Figure 1. M3 wires.
Scale: 3 px per micron.
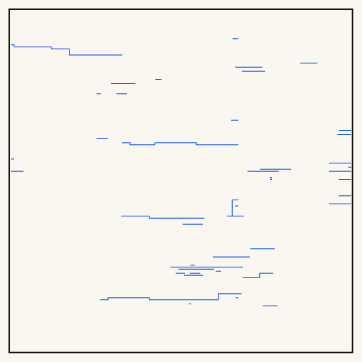
Figure 2. Metal layers overlaid.
Scale: 3 px per micron. Two of the layers only.
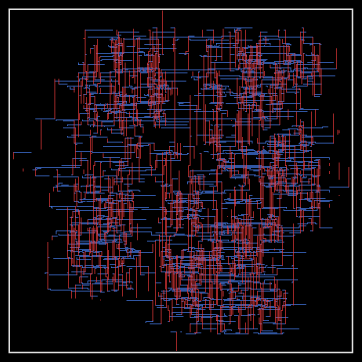
Figure 3. Cell placement.
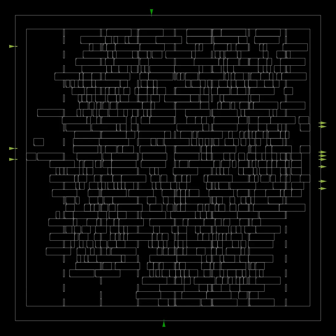
==> config.mk <==
export PLATFORM = sky130hd
export DESIGN_NAME = led_seq_timer
export DESIGN_NICKNAME = d
export VERILOG_FILES = /design/src/rtl/led_seq_timer.sv
export SDC_FILE = /design/constraint.sdc
export NUM_CORES = 1
export LEC_CHECK = 0
export CORE_MARGIN = 4
export CORE_UTILIZATION = 50
export CTS_BUF_LIST = sky130_fd_sc_hd__clkbuf_4 sky130_fd_sc_hd__clkbuf_8 sky130_fd_sc_hd__clkbuf_16
export CTS_CLUSTER_DIAMETER = 100
export DETAILED_ROUTE_END_ITERATION = 10
export GPL_TIMING_DRIVEN = 0
export PLACE_DENSITY = 0.74
export SYNTH_ARGS = -nofsm -noshare
export SYNTH_HDL_FRONTEND = slang
export SYNTH_SLANG_ARGS = --single-unit
==> constraint.sdc <==
create_clock -name clk -period 5.1 [get_ports clk]
set_clock_uncertainty 0.05 [all_clocks]
set_input_delay 1.02 -clock clk [delete_from_list [all_inputs] [get_ports clk]]
set_output_delay 1.02 -clock clk [all_outputs]
set_load 0.02 [all_outputs]
==> git commit body <==
Record implementation results from latest flow run

- For this run, the top clock speed supported by timing is 290.8 MHz.
* Post-synthesis instance total: 558
* Clock net power: ~0.74 mW
* Cell types occupying the most area after synthesis: sky130_fd_sc_hd__dfrtp_1 (42%), sky130_fd_sc_hd__dfstp_2 (7.5%), sky130_fd_sc_hd__xor2_1 (5.6%)
- Number of warnings in the stage logs: 28
* R2R Setup Slk: 2930 ps
- Kind of end point of the critical path: output pin
* Combinational group share of total power: 2.7%
- Crit path buffers/inverters: 1
- Maximum cell stage delay along the critical path: 640 ps
- On the critical path the data arrives at 2370 ps.
- Setup repair after global routing left no endpoint under its margin.
- According to the floorplan log, the row count is 38.
- In the final layout, the share of cells above drive strength 1 is 13.46%.
* Final layout net count: approximately 600
* Worst hold-check path type: reg2reg
- The floorplan step records an initial core utilization of 51.32%.
- Slew @ Worst Pin: 673.0 ps
- In this run, power in flip-flops and latches comes to 0.889 mW.
- Global-route wire length before repair: 18730 microns
- Post-CTS resize count: 0
- The post-route report lists met1 wire length as 4765 microns.
- Min Tclk post-route: roughly 3400 ps
* Compound-gate portion of the synthesized area: 7.313%
- Most common logic cells in the final layout: sky130_fd_sc_hd__dfrtp_1 (94), sky130_fd_sc_hd__nor2_1 (83), sky130_fd_sc_hd__nand2_1 (39)
- Final HPWL from detailed placement: 7363 microns
- In this run, flip-flops and latches consume 53.0% of the power.
- Routed length on met2: 5166 microns
- Including well taps, the total number of placed cells is about 710.
- Clock latency at the later pin of the worst-skew pair: 350 ps
- From left edge to right edge, the die measures 113.9 microns.
- Max-slew violations: 0
- The number of global-route vias before repair was slightly above 4000.
- The most critical hold endpoint after final layout shows a slack of 311.0 ps.
- The final critical path takes up 67.43% of the cycle.
- Global placer's final weighted congestion: 0.8381
- Per the log, the first TritonRoute iteration ended with a DRC count of 152.
- Total internal power: 1.305 mW
- The synthesized design contains 110 register bits.
- Sorting the Yosys area breakdown by cell type puts at the top sky130_fd_sc_hd__dfrtp_1.
- The worst setup path is launched from a register.
- The initial antenna violation count was 0.
* Critical path required time: 4030 ps
- Vertical die dimension: 113.9 microns
- Area reported by Yosys stat: 5612 sq um
* Yosys cell count: about 560
* Total iterations of the first detailed-routing run: 4
* Number of flip-flops under the largest register name: 60
* Sequential share of the synthesized area: between 40% and 50%
- Summed over all cells, the static leakage comes to 2.601 nW.
- The largest share of the power goes to registers.
- Net Sw Power: 0.3728 mW
- CTS buffer count: 9
* Clock-pin transition on the worst setup and hold timing paths: 80 ps
- Number of top-level pins: 13
- The worst-case IR drop observed on VDD is around 0.19 mV.
* Final setup violation count: 0
- Top fanout value on the critical path: 7
* Switching Fraction: 22.22%
* Quantity of I/O buffers inserted on ports: 12
* Adder and majority gate portion of the synthesized area: 2.363%
* CTS HTree Levels: 3
- Part of the power in the clock network: 44.3%
- Remaining global-route overflow: 0
- R2R cell count: 9
- Diodes inserted: 0
- Outcome: finished, final reports clean
* Standard cell with the maximum stage delay on the critical path: sky130_fd_sc_hd__clkdlybuf4s50_1
- Post-detailed-route via-to-cell ratio: 5.579
- Layout Area Growth over Synthesis: 11.50%
- PnR worst setup slack: 1661 ps
- Uppermost metal layer occupied by signal nets: met4
- Flip-flops with a built-in enable: 0
- Die area: 12980 sq um
- In the Yosys stats the netlist draws on roughly 67 distinct library cells.
- Async SR Flop Fraction: 100.0%
- The synthesized netlist devotes roughly 11% of its cell area to XOR and XNOR gates.
* Syn Area/Cell: 10.06 sq um
- In the final report, the number of hold violations comes to 0.
- For reference, the critical path cell chain is ha_1 -> nand3_2 -> nor2_4 -> nand3_1 -> nor3_1 -> clkdlybuf4s50_1.
- Entering global routing, the biggest net connects 77 pins.
* # Max-Cap Violations: 0
- Per the slew report, the remaining headroom to the max-slew limit stands at between 50% and 60%.
* CTS Hold Bufs: 0
- The setup path with the least slack is of type reg2out.
- Antenna Nets Post-Route: 0
* Instance count on the critical path: 6
* Main logic family after synthesis: simple AND/OR/NAND/NOR gates
- TritonCTS built the clock tree.
- Synth Flop Type: sky130_fd_sc_hd__dfrtp_1
Notes on Figure 1 above:
share of all routed wire: 3.5%
wire length on this layer: 372 microns
met3 routing resource usage after global routing: 4.828%
final wirelength: 10490 microns
total vias in the final route: 4056

Notes on Figure 2 above:
legend:
  M2:
    colour: red
    wire_length: 5170 microns
  M1:
    colour: blue
    wire_length: 4770 microns
GRT Total Usage: 17.75%
drt wl/cell: 14.43 microns

Notes on Figure 3 above:
share of the core filled with cells: 57.22%
area inside the core boundary: 10940 sq um
n_taps: 140
final sequential cell count: 110
share of cell area taken by flip-flops and latches: 44.31%

==> cells in the mapped netlist (8+ instances only) <==
cell type                 number
sky130_fd_sc_hd__nand3_1      32
sky130_fd_sc_hd__dfstp_2      16
sky130_fd_sc_hd__xnor2_1      33
sky130_fd_sc_hd__ha_1          9
sky130_fd_sc_hd__nor2_1       83
sky130_fd_sc_hd__xor2_1       36
sky130_fd_sc_hd__nor3_1       12
sky130_fd_sc_hd__and3_1       13
sky130_fd_sc_hd__buf_2        10
sky130_fd_sc_hd__dfrtp_1      94
sky130_fd_sc_hd__and4_1       10
sky130_fd_sc_hd__a21oi_1      16
sky130_fd_sc_hd__nand2_1      39
sky130_fd_sc_hd__o21ai_0      14
sky130_fd_sc_hd__inv_1        23
sky130_fd_sc_hd__nand4_1      18
sky130_fd_sc_hd__a31oi_1       8
==> final cells by class <==
cell class / count / area, sq um / share of cell area [%]
Inverter: 23 / 88.84 / 1.420
Clock inverter: 6 / 81.33 / 1.300
Clock buffer: 10 / 239.0 / 3.819
Sequential cell: 110 / 2773 / 44.31
Tap cell: 140 / 175.2 / 2.799
Buffer: 16 / 96.34 / 1.540
Timing Repair Buffer: 13 / 147.6 / 2.360
Multi-Input combinational cell: 409 / 2656 / 42.45
==> layer usage <==
metal / vias to the layer above / GRT usage, %
met5: - / 0
met4: 0 / 6.730
met3: 14 / 4.828
met2: 66 / 28.30
met1: 1994 / 23.23
li1: 1982 / -
==> through the flow <==
step                util [%]  power (mW)  cell area (sq um)
floorplan                  -      0.9359               5612
global placement       54.02      0.9484               5907
detailed placement     54.29      0.9530               5937
CTS                    57.22       1.701               6257
global route           57.22       1.749               6257
finish                 57.22       1.677               6257
No activity file was given, so power comes from the tool's default toggle rates.
